port_nets.png
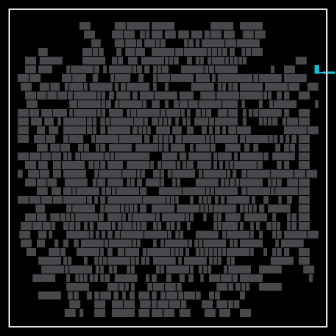
gate_families.png
The bar under the picture is 20 um long.
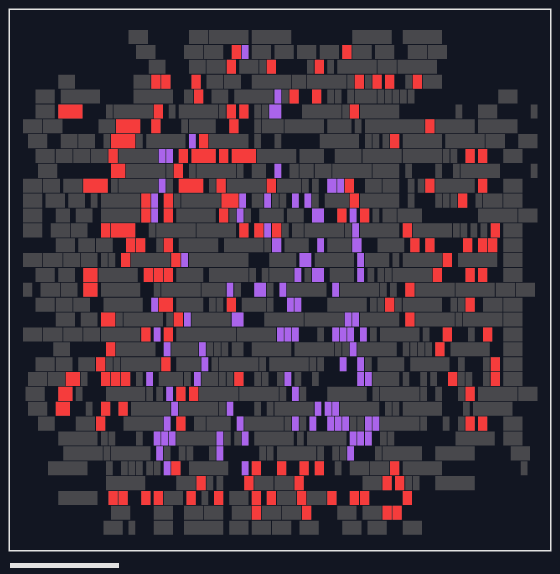
final_placement.png
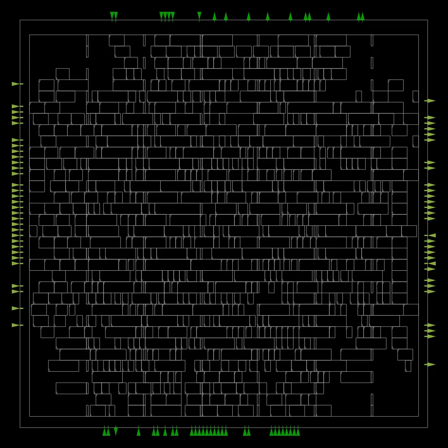
density.png
The die is cut into 10 by 10 equal tiles; black is low, pale yellow is high, 0 to 100% covered.
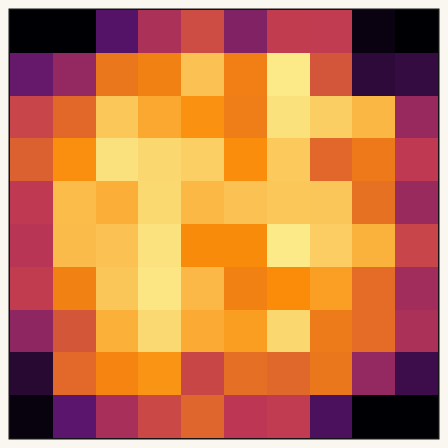
`config.mk`:
```
export PLATFORM = sky130hd
export DESIGN_NAME = alu_addsub_seq_flat
export DESIGN_NICKNAME = d
export VERILOG_FILES = /design/src/rtl/alu_addsub_seq_pkg.sv /design/src/rtl/alu_addsub_seq_if.sv /design/src/rtl/alu_addsub_seq_cla16.sv /design/src/rtl/alu_addsub_seq.sv /design/src/flat_wrapper.sv
export SDC_FILE = /design/constraint.sdc
export NUM_CORES = 1
export LEC_CHECK = 0
export ABC_AREA = 1
export ABC_CLOCK_PERIOD_IN_PS = 6500
export CORE_MARGIN = 2
export CORE_UTILIZATION = 55
export DETAILED_ROUTE_END_ITERATION = 10
export HOLD_SLACK_MARGIN = 0.03
export PLACE_DENSITY = 0.85
export SYNTH_ARGS = -nofsm -noshare
export SYNTH_HDL_FRONTEND = slang
export SYNTH_SLANG_ARGS = --single-unit
```
`constraint.sdc`:
```
create_clock -name clock -period 6.5 [get_ports clock]
set_input_delay 0.975 -clock clock [delete_from_list [all_inputs] [get_ports clock]]
set_output_delay 0.975 -clock clock [all_outputs]
set_load 0.02 [all_outputs]
```
`src/rtl/alu_addsub_seq_pkg.sv`:
```
// alu_addsub_seq_pkg: shared ALU constants for the sequential add/subtract unit.
package alu_addsub_seq_pkg;
    localparam int SLICE_W = 16;
    localparam logic OP_ADD = 1'b0;
    localparam logic OP_SUB = 1'b1;
    typedef enum logic [1:0] {
        IDLE = 2'd0,
        RUN  = 2'd1,
        DONE = 2'd2
    } state_t;
endpackage

```
`src/rtl/alu_addsub_seq_if.sv`:
```
// alu_addsub_seq_if: start/busy/done handshake, operands, result and condition flags.
interface alu_addsub_seq_if #(
    parameter int WIDTH = 32
);
    logic start, sub, busy, done;
    logic flag_c, flag_v, flag_n, flag_z;
    logic [WIDTH-1:0] A, B, result;
    modport master (
        output start, sub, A, B,
        input  busy, done, result, flag_c, flag_v, flag_n, flag_z
    );
    modport slave (
        input  start, sub, A, B,
        output busy, done, result, flag_c, flag_v, flag_n, flag_z
    );
endinterface

```
`src/rtl/alu_addsub_seq_cla16.sv`:
```
// alu_addsub_seq_cla16: 16-bit carry-lookahead adder built from four 4-bit groups.
module alu_addsub_seq_cla16
    import alu_addsub_seq_pkg::*;
(
    input  logic [SLICE_W-1:0] a,
    input  logic [SLICE_W-1:0] b,
    input  logic               cin,
    output logic [SLICE_W-1:0] sum,
    output logic               cout,
    output logic               g,
    output logic               p
);
    logic [SLICE_W-1:0] gi, pi, c;
    logic [3:0] gg, gp;
    logic [4:0] cg;
    always_comb begin
        gi = a & b;
        pi = a ^ b;
        cg[0] = cin;
        g = 1'b0;
        c = '0;
        for (int k = 0; k < 4; k++) begin
            gg[k] = 1'b0;
            for (int j = 0; j < 4; j++) gg[k] = gi[4*k+j] | (pi[4*k+j] & gg[k]);
            gp[k] = &pi[4*k +: 4];
            cg[k+1] = gg[k] | (gp[k] & cg[k]);
            g = gg[k] | (gp[k] & g);
            c[4*k] = cg[k];
            for (int j = 1; j < 4; j++) c[4*k+j] = gi[4*k+j-1] | (pi[4*k+j-1] & c[4*k+j-1]);
        end
        p = &gp;
        sum = pi ^ c;
        cout = cg[4];
    end
endmodule

```
`src/rtl/alu_addsub_seq.sv`:
```
// alu_addsub_seq: multi-cycle add/subtract reusing one 16-bit CLA slice per cycle, LSB slice first.
// Define ADDSUB_FLAGS_EN to build the C/V/N/Z flag registers; otherwise the flags read 0.
module alu_addsub_seq
    import alu_addsub_seq_pkg::*;
#(
    parameter int NUM_SLICES = 2
) (
    input logic clock,
    input logic clear,
    alu_addsub_seq_if.slave bus
);
    localparam int IW = NUM_SLICES > 1 ? $clog2(NUM_SLICES) : 1;
    state_t state;
    logic [NUM_SLICES-1:0][SLICE_W-1:0] a_r, b_r, res, res_next;
    logic [IW-1:0] idx;
    logic carry, busy, done, cout, last;
    logic [SLICE_W-1:0] sum;

    alu_addsub_seq_cla16 u_cla (
        .a(a_r[idx]), .b(b_r[idx]), .cin(carry), .sum(sum), .cout(cout), .g(), .p()
    );

    always_comb begin
        res_next = res;
        res_next[idx] = sum;
    end
    assign last = state == RUN && idx == IW'(NUM_SLICES - 1);

    always_ff @(posedge clock) begin
        if (clear) begin
            state <= IDLE;
            busy <= 1'b0;
            done <= 1'b0;
            res <= '0;
            idx <= '0;
            carry <= 1'b0;
            a_r <= '0;
            b_r <= '0;
        end else begin
            case (state)
                IDLE: if (bus.start) begin
                    a_r <= bus.A;
                    b_r <= bus.sub == OP_SUB ? ~bus.B : bus.B;
                    carry <= bus.sub == OP_SUB;
                    idx <= '0;
                    busy <= 1'b1;
                    state <= RUN;
                end
                RUN: begin
                    res <= res_next;
                    carry <= cout;
                    idx <= idx + 1'b1;
                    if (last) begin
                        done <= 1'b1;
                        state <= DONE;
                    end
                end
                DONE: begin
                    done <= 1'b0;
                    busy <= 1'b0;
                    state <= IDLE;
                end
                default: state <= IDLE;
            endcase
        end
    end

    assign bus.busy = busy;
    assign bus.done = done;
    assign bus.result = res;

`ifdef ADDSUB_FLAGS_EN
    logic fc, fv, fn, fz;
    // flags are taken from the final slice's outputs as the unit enters DONE
    always_ff @(posedge clock) begin
        if (clear) begin
            {fc, fv, fn, fz} <= '0;
        end else if (last) begin
            fc <= cout;
            fv <= (a_r[NUM_SLICES-1][SLICE_W-1] == b_r[NUM_SLICES-1][SLICE_W-1]) &
                  (res_next[NUM_SLICES-1][SLICE_W-1] != a_r[NUM_SLICES-1][SLICE_W-1]);
            fn <= res_next[NUM_SLICES-1][SLICE_W-1];
            fz <= res_next == '0;
        end
    end
    assign bus.flag_c = fc;
    assign bus.flag_v = fv;
    assign bus.flag_n = fn;
    assign bus.flag_z = fz;
`else
    assign bus.flag_c = 1'b0;
    assign bus.flag_v = 1'b0;
    assign bus.flag_n = 1'b0;
    assign bus.flag_z = 1'b0;
`endif
endmodule

```
`src/flat_wrapper.sv`:
```
// flat-port wrapper written by rule: the top's interface ports become plain ports
module alu_addsub_seq_flat import alu_addsub_seq_pkg::*;
#(
    parameter int NUM_SLICES = 2
)
  (clock, clear, bus_start, bus_sub, bus_A, bus_B, bus_busy, bus_done, bus_result, bus_flag_c, bus_flag_v, bus_flag_n, bus_flag_z);
  alu_addsub_seq_if #(.WIDTH((16 * (2)))) bus_i ();
  input logic clock;
  input logic clear;
  input wire logic [$bits(bus_i.start)-1:0] bus_start;
  input wire logic [$bits(bus_i.sub)-1:0] bus_sub;
  input wire logic [$bits(bus_i.A)-1:0] bus_A;
  input wire logic [$bits(bus_i.B)-1:0] bus_B;
  output wire logic [$bits(bus_i.busy)-1:0] bus_busy;
  output wire logic [$bits(bus_i.done)-1:0] bus_done;
  output wire logic [$bits(bus_i.result)-1:0] bus_result;
  output wire logic [$bits(bus_i.flag_c)-1:0] bus_flag_c;
  output wire logic [$bits(bus_i.flag_v)-1:0] bus_flag_v;
  output wire logic [$bits(bus_i.flag_n)-1:0] bus_flag_n;
  output wire logic [$bits(bus_i.flag_z)-1:0] bus_flag_z;
  assign bus_i.start = bus_start;
  assign bus_i.sub = bus_sub;
  assign bus_i.A = bus_A;
  assign bus_i.B = bus_B;
  assign bus_busy = bus_i.busy;
  assign bus_done = bus_i.done;
  assign bus_result = bus_i.result;
  assign bus_flag_c = bus_i.flag_c;
  assign bus_flag_v = bus_i.flag_v;
  assign bus_flag_n = bus_i.flag_n;
  assign bus_flag_z = bus_i.flag_z;
  alu_addsub_seq #(.NUM_SLICES(NUM_SLICES)) u_core (.clock(clock), .clear(clear), .bus(bus_i));
endmodule
```
==> impl_metrics.csv <==
group,metric,value,unit
floorplanning,top_level_ports,106,
pwr,power_leakage,2.625,nW
synthesis,synth_area,4942,um2
min_path,min_path_cells,2,
cells_and_area,area_delta_synth_final,24.05,%
grt,grtUsageMet1,31.56,%
cells_and_area,fin_nets,806,
grt,use_met2,40.54,%
cells_and_area,fillers,659,
drt,antenna_left,0,
clock_network,h-tree-depth,3,
status,status,"complete, no violations",
worst_setup_path,cp.required,6790,ps
synthesis,yosys.area_share.xor_xnor,6.380,%
run,maxCapViolCount,0,
floorplanning,dieArea,9760,um2
clock_network,clk_path_buf_depth,2,
grt,antenna_found_initial,0,
synthesis,common_cells,"nor2_1, dfxtp_1, nand2_1",
final_timing,timing.slew.headroom,27.13,%
grt,grt_overflow,0,
drt,remaining_drc_errors,0,
floorplanning,fp_util,56.67,%
pwr,p_int,0.001110,W
cells_and_area,largest_class,"multi-input combinational cells",
cells_and_area,comb_share,41.33,%
synthesis,yosysMostFrequentCell,"nor2_1",
drt,wl,11.44,mm
drt,wl_per_cell,13.89,um
worst_setup_path,endpoint_kind,"register",
synthesis,synth_cell_types,30,
synthesis,synthAdderAreaFrac,8.911,%
synthesis,yosys-top-cells-area,"dfxtp_1, nor2_1, o21ai_0",
placed_design,portBuffers,101,
synthesis,ys_area,4942,um2
clock_network,cts_root_buffer,"clkbuf_8",
synthesis,yosys_cells,635,
pwr,combPwrFrac,24.4,%
clock_network,cts_setup_buffers,0,
cells_and_area,sh_seq_area,33.31,%
final_timing,setup_violations,0,
## Picture notes: port_nets.png
port	colour	bits	direction	edge	end cells	buffers	wire
bus_flag_z	cyan	1	output	east	1	0	2.90 um

## Picture notes: gate_families.png
family	colour	cells	most used
NAND gates	purple	89	nand2_1
inverting AOI/OAI gates	red	142	o21ai_0

## Picture notes: final_placement.png
Core ar.: 8721 um2
Site Rows: 34
registers: 102

## Picture notes: density.png
mean over tiles	61%
nearly empty tiles	5.0%
tiles over 75% full	37%
fullest tile	95%

## through the flow
step | std cells | hold slack [ps] | utilization [%] | instance area [um2] | worst slack [ps]
after floorplan | 638 | 424.4 | - | 4954 | 3235
after global placement | 807 | 434.1 | 67.49 | 5886 | 3105
after detailed placement | 807 | 444.8 | 67.49 | 5886 | 2962
after CTS | 823 | 458.1 | 70.30 | 6131 | 2774
after global routing | 823 | 490.0 | 70.30 | 6131 | 2461
final | 823 | 458.5 | 70.30 | 6131 | 2728
## power groups by stage
stage	logic [W]	registers (W)	clock network [W]
global route	0.000426	0.000716	0.000510
floorplan	0.000231	0.000736	0
detailed placement	0.000378	0.000723	0
finish	0.000383	0.000710	0.000478
CTS	0.000382	0.000709	0.000482
global placement	0.000365	0.000721	0
No activity file was given, so power comes from the tool's default toggle rates.
